**config.mk**
```make
export PLATFORM = sky130hd
export DESIGN_NAME = cdc_conversion_sequencer
export DESIGN_NICKNAME = d
export VERILOG_FILES = /design/src/rtl/cdc_conversion_sequencer.sv
export SDC_FILE = /design/constraint.sdc
export NUM_CORES = 1
export LEC_CHECK = 0
export CORE_UTILIZATION = 45
export DETAILED_ROUTE_END_ITERATION = 8
export GPL_TIMING_DRIVEN = 1
export PLACE_DENSITY = 0.7
export SYNTH_ARGS = -nofsm -noshare
export SYNTH_HDL_FRONTEND = slang
export SYNTH_SLANG_ARGS = --single-unit
export TNS_END_PERCENT = 50
```
**constraint.sdc**
```tcl
create_clock -name clk_i -period 6.12 [get_ports clk_i]
set_input_delay 0.612 -clock clk_i [delete_from_list [all_inputs] [get_ports clk_i]]
set_output_delay 0.612 -clock clk_i [all_outputs]
set_load 0.02 [all_outputs]
```
**src/rtl/cdc_conversion_sequencer.sv**
```systemverilog
// rtl/cdc_conversion_sequencer.sv - sequences the CDC edge generator through one timed conversion
module cdc_conversion_sequencer #(
  parameter int CNT_W   = 8,
  parameter int SET_W   = 6,
  parameter int RES_W   = 20,
  parameter int TIMEOUT = 1023
) (
  input  logic             clk_i,
  input  logic             resetb_i,
  input  logic             start_i,
  input  logic [CNT_W-1:0] num_cycles_i,
  input  logic [SET_W-1:0] settle_cycles_i,
  input  logic             oe_falling_i,
  input  logic             conv_finish_i,
  output logic             reset_o,
  output logic             finish_o,
  output logic             finish_delay_o,
  output logic             done_rising_o,
  output logic             done_falling_o,
  output logic             busy_o,
  output logic [RES_W-1:0] result_o,
  output logic             result_valid_o,
  output logic             error_o
);

  // One shared wait counter covers both the settle count and the response timeout.
  localparam int TW     = $clog2(TIMEOUT + 1);
  localparam int WAIT_W = (TW > SET_W) ? TW : SET_W;
  localparam logic [WAIT_W-1:0] TO_LAST = WAIT_W'(TIMEOUT - 1);
  localparam logic [RES_W-1:0]  RES_MAX = '1;

  typedef enum logic [2:0] {
    S_IDLE, S_ARM, S_SETTLE, S_DONE, S_FINISH, S_CLEAR
  } state_e;

  state_e            state_q, state_d;
  logic [1:0]        oe_sync_q, conv_sync_q;
  logic [CNT_W-1:0]  num_q, period_q;
  logic [SET_W-1:0]  settle_q;
  logic [WAIT_W-1:0] wait_q;
  logic [RES_W-1:0]  elapsed_q, result_q;
  logic              phase_f_q;   // 1: phase F (OE_Falling high), 0: phase R
  logic              fd_q, valid_q, error_q;

  logic              oe_s, conv_s;
  logic              toggle, last_period, timed_out, settle_done;
  logic [RES_W-1:0]  elapsed_inc;

  assign oe_s        = oe_sync_q[1];
  assign conv_s      = conv_sync_q[1];
  assign toggle      = (oe_s != phase_f_q);
  assign last_period = !phase_f_q && ((period_q + CNT_W'(1)) == num_q);
  assign timed_out   = (wait_q == TO_LAST);
  assign settle_done = (wait_q == WAIT_W'(settle_q));
  assign elapsed_inc = (elapsed_q == RES_MAX) ? RES_MAX : elapsed_q + RES_W'(1);

  // State register.
  always_ff @(posedge clk_i or negedge resetb_i) begin
    if (!resetb_i) state_q <= S_IDLE;
    else           state_q <= state_d;
  end

  // Next-state decision: handshake progress first, timeout as the fallback.
  always_comb begin
    state_d = state_q;
    unique case (state_q)
      S_IDLE:   if (start_i) state_d = S_ARM;
      S_ARM:    if (oe_s) state_d = S_SETTLE;
                else if (timed_out) state_d = S_CLEAR;
      S_SETTLE: if (settle_done) state_d = S_DONE;
      S_DONE:   if (toggle) state_d = last_period ? S_FINISH : S_SETTLE;
                else if (timed_out) state_d = S_CLEAR;
      S_FINISH: if (conv_s || timed_out) state_d = S_CLEAR;
      S_CLEAR:  if (!conv_s || timed_out) state_d = S_IDLE;
      default:  state_d = S_IDLE;
    endcase
  end

  // Generator-facing controls decoded from state; async reset lands them on IDLE values at once.
  always_comb begin
    reset_o        = 1'b1;
    finish_o       = 1'b1;
    done_rising_o  = 1'b0;
    done_falling_o = 1'b0;
    unique case (state_q)
      S_ARM:    begin reset_o = 1'b0; done_falling_o = 1'b1; end
      S_SETTLE: reset_o = 1'b0;
      S_DONE:   begin
                  reset_o        = 1'b0;
                  done_rising_o  = phase_f_q;
                  done_falling_o = !phase_f_q;
                end
      S_FINISH: begin reset_o = 1'b0; finish_o = 1'b0; end
      default:  ;
    endcase
  end

  // Synchronizers, counters, phase tracking and the measurement result.
  always_ff @(posedge clk_i or negedge resetb_i) begin
    if (!resetb_i) begin
      oe_sync_q   <= '0;
      conv_sync_q <= '0;
      num_q       <= '0;
      period_q    <= '0;
      settle_q    <= '0;
      wait_q      <= '0;
      elapsed_q   <= '0;
      result_q    <= '0;
      phase_f_q   <= 1'b1;
      fd_q        <= 1'b0;
      valid_q     <= 1'b0;
      error_q     <= 1'b0;
    end else begin
      oe_sync_q   <= {oe_sync_q[0], oe_falling_i};
      conv_sync_q <= {conv_sync_q[0], conv_finish_i};
      wait_q      <= (state_q == S_IDLE || state_d != state_q) ? '0 : wait_q + WAIT_W'(1);
      unique case (state_q)
        S_IDLE: if (start_i) begin
          num_q     <= (num_cycles_i == '0) ? CNT_W'(1) : num_cycles_i;
          settle_q  <= settle_cycles_i;
          period_q  <= '0;
          elapsed_q <= '0;
          phase_f_q <= 1'b1;
          fd_q      <= 1'b0;
          valid_q   <= 1'b0;
          error_q   <= 1'b0;
        end
        S_ARM: if (oe_s) begin
          elapsed_q <= '0;
          phase_f_q <= 1'b1;
          fd_q      <= 1'b1;
        end else if (timed_out) begin
          error_q <= 1'b1;
        end
        S_SETTLE: elapsed_q <= elapsed_inc;
        S_DONE: begin
          elapsed_q <= elapsed_inc;
          if (toggle) begin
            if (!phase_f_q) period_q <= period_q + CNT_W'(1);
            // Finish_Delay only moves on the edge into SETTLE, never while a strobe is up.
            if (!last_period) begin
              phase_f_q <= !phase_f_q;
              fd_q      <= !phase_f_q;
            end
          end else if (timed_out) begin
            error_q <= 1'b1;
          end
        end
        S_FINISH: begin
          elapsed_q <= elapsed_inc;
          if (conv_s) begin
            result_q <= elapsed_inc;
            valid_q  <= 1'b1;
          end else if (timed_out) begin
            error_q <= 1'b1;
          end
        end
        S_CLEAR: if (conv_s && timed_out) error_q <= 1'b1;
        default: ;
      endcase
    end
  end

  assign finish_delay_o = fd_q;
  assign busy_o         = (state_q != S_IDLE);
  assign result_o       = result_q;
  assign result_valid_o = valid_q;
  assign error_o        = error_q;

endmodule

```
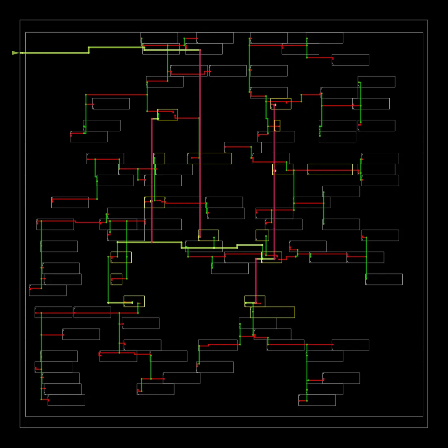
Figure 1: clock routing.
clock sinks: 83
clk_skew: 0.0111 ns

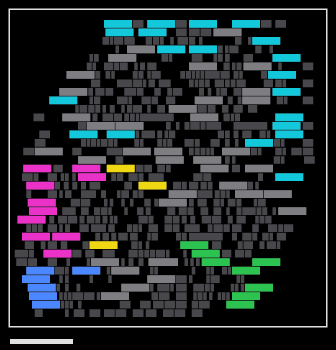
Figure 2: register map, names as in the netlist.
The bar under the picture is 20 um long. Other sequential cells in the stronger grey, the rest of the logic in the fainter grey.
legend:
  state_q:
    colour: yellow
    placed_flops: 3
  settle_q:
    colour: blue
    placed_flops: 6
    where: lower left
  wait_q:
    colour: magenta
    placed_flops: 10
  num_q:
    colour: green
    placed_flops: 8
    where: lower right
  result_o:
    colour: cyan
    placed_flops: 20
not coloured: 36
register area: 2080 um^2
Seq/total area: 0.401
Seq. pwr: 800 uW

[final cells by class]
type / count / area (um^2)
clock inverters: 6 / 114
well taps: 129 / 161
flip-flops and latches: 83 / 2080
repair buffers: 49 / 480
multi-input cells: 372 / 2160
clock buffers: 10 / 128
inverters: 15 / 56.3
fillers: 870 / 4200
[Yosys cell counts, types with 7 or more instances]
master / instances
nor2_1: 38
a31oi_1: 18
a22o_1: 7
nand4_1: 8
xor2_1: 17
nor3_1: 20
clkbuf_1: 21
xnor2_1: 21
o21ai_0: 48
dfrtp_1: 82
inv_1: 15
nor4_1: 7
a21oi_1: 22
o31ai_1: 9
nand2_1: 75
nand3_1: 17
[kinds of logic (layout without fill, tap and decap cells)]
family                     Yosys count  count (layout)
and+or+nand+nor                    196             196
DFF                                 83              83
xor gates and xnor gates            38              38
adders and majority gates            4               4
muxes                                2               2
AOI/OAI and AO/OA                  132             132
buffers and inverters               42              80
[stage by stage]
stage               power, mW  std cells  hold slack [ns]  setup WS, ns   util
global placement         1.30        648            0.339          3.38  0.527
CTS                      1.79        664            0.357          3.05  0.552
finish                   1.78        664            0.354          3.07  0.552
global route             1.90        664            0.361          2.89  0.552
detailed placement       1.32        648            0.337          3.27  0.527
floorplan                1.15        497            0.316          3.92      -
[worst max-delay path: stages (launching register included)]
cell and delay (ns):
dfrtp_1 0.55, nand2b_1 0.25, nor2_1 0.43, nand2_1 0.17
inv_1 0.09, clkdlybuf4s50_1 0.59
[sequential cells by signal, indices dropped and copies added, names as in the netlist]
register,cells
phase_f_q,1
period_q,8
result_valid_o,1
state_q,3
finish_delay_o,1
result_o,20
oe_sync_q,2
conv_sync_q,2
elapsed_q,20
wait_q,10
settle_q,6
num_q,8
error_o,1
==> ci_impl_report.md <==
### Flow metrics

| Metric | Value |
|---|---|
| Fp_density | 0.470 |
| DR WL/cell | around 14 um |
| CP endpoint | done_rising_o |
| Status | finished clean |
| Layout cells sized above 1 | 0.0486 |
| Synthesis Warnings | 0 |
| OpenROAD warning count | 27 |
| Routed length on met3 | about 320 um |
| Drt pass-1 iters | 5 |
| LEAKAGE | 2.19 nW |
| Area grow syn2layout | 17.4% |
| CTS HTree Levels | 3 |
| Crit path time final | slightly above 3 ns |
| Drc violations | 0 |
| Worst hold path class | flop to flop |
| Top cells by area | dfrtp_1, nand2_1, o21ai_0 |
| Synth top area share | 0.466 |
| Internal power | about 1.2 mW |
| Synthesized area | 4410 um^2 |
| R2r setup slk | approximately 3.4 ns |
| Net Switching | approximately 630 uW |
| Yosys Chip Area | roughly 4400 um^2 |
| Sink of the worst hold path | oe_sync_q[1] |
| CTS tree | done |
| Number of enable flip-flop cells | 0 |
| Slew HR | 0.325 |
| N_diodes | 0 |
| Arrival time worst endpoint | approximately 2.4 ns |
| Most instantiated logic cell after routing | dfrtp_1 |
| Largest net degree at the start of global routing | about 84 |
| Clock power share | 0.263 |
| Max-slew violations | 0 |
| Hold Crit Depth | 0 |
| RSZ-0062 raised after global routing | false |
| Yosys xor share | 0.0755 |
| Synth area leader | dfrtp_1 |
| Final ANT Viol Nets | 0 |
| Slew of the pin with the lowest slew margin | approximately 1.0 ns |
| Postcts setup bufs | 0 |
| Initial DRC Count | around 230 |
| Initial antenna violation count | 0 |
| Max Used Layer | met4 |
| FF-to-FF path depth | 6 |
| Kind of critical path | flop to output pin |
| CP Launch Type | flop |
No activity file was given, so power comes from the tool's default toggle rates.
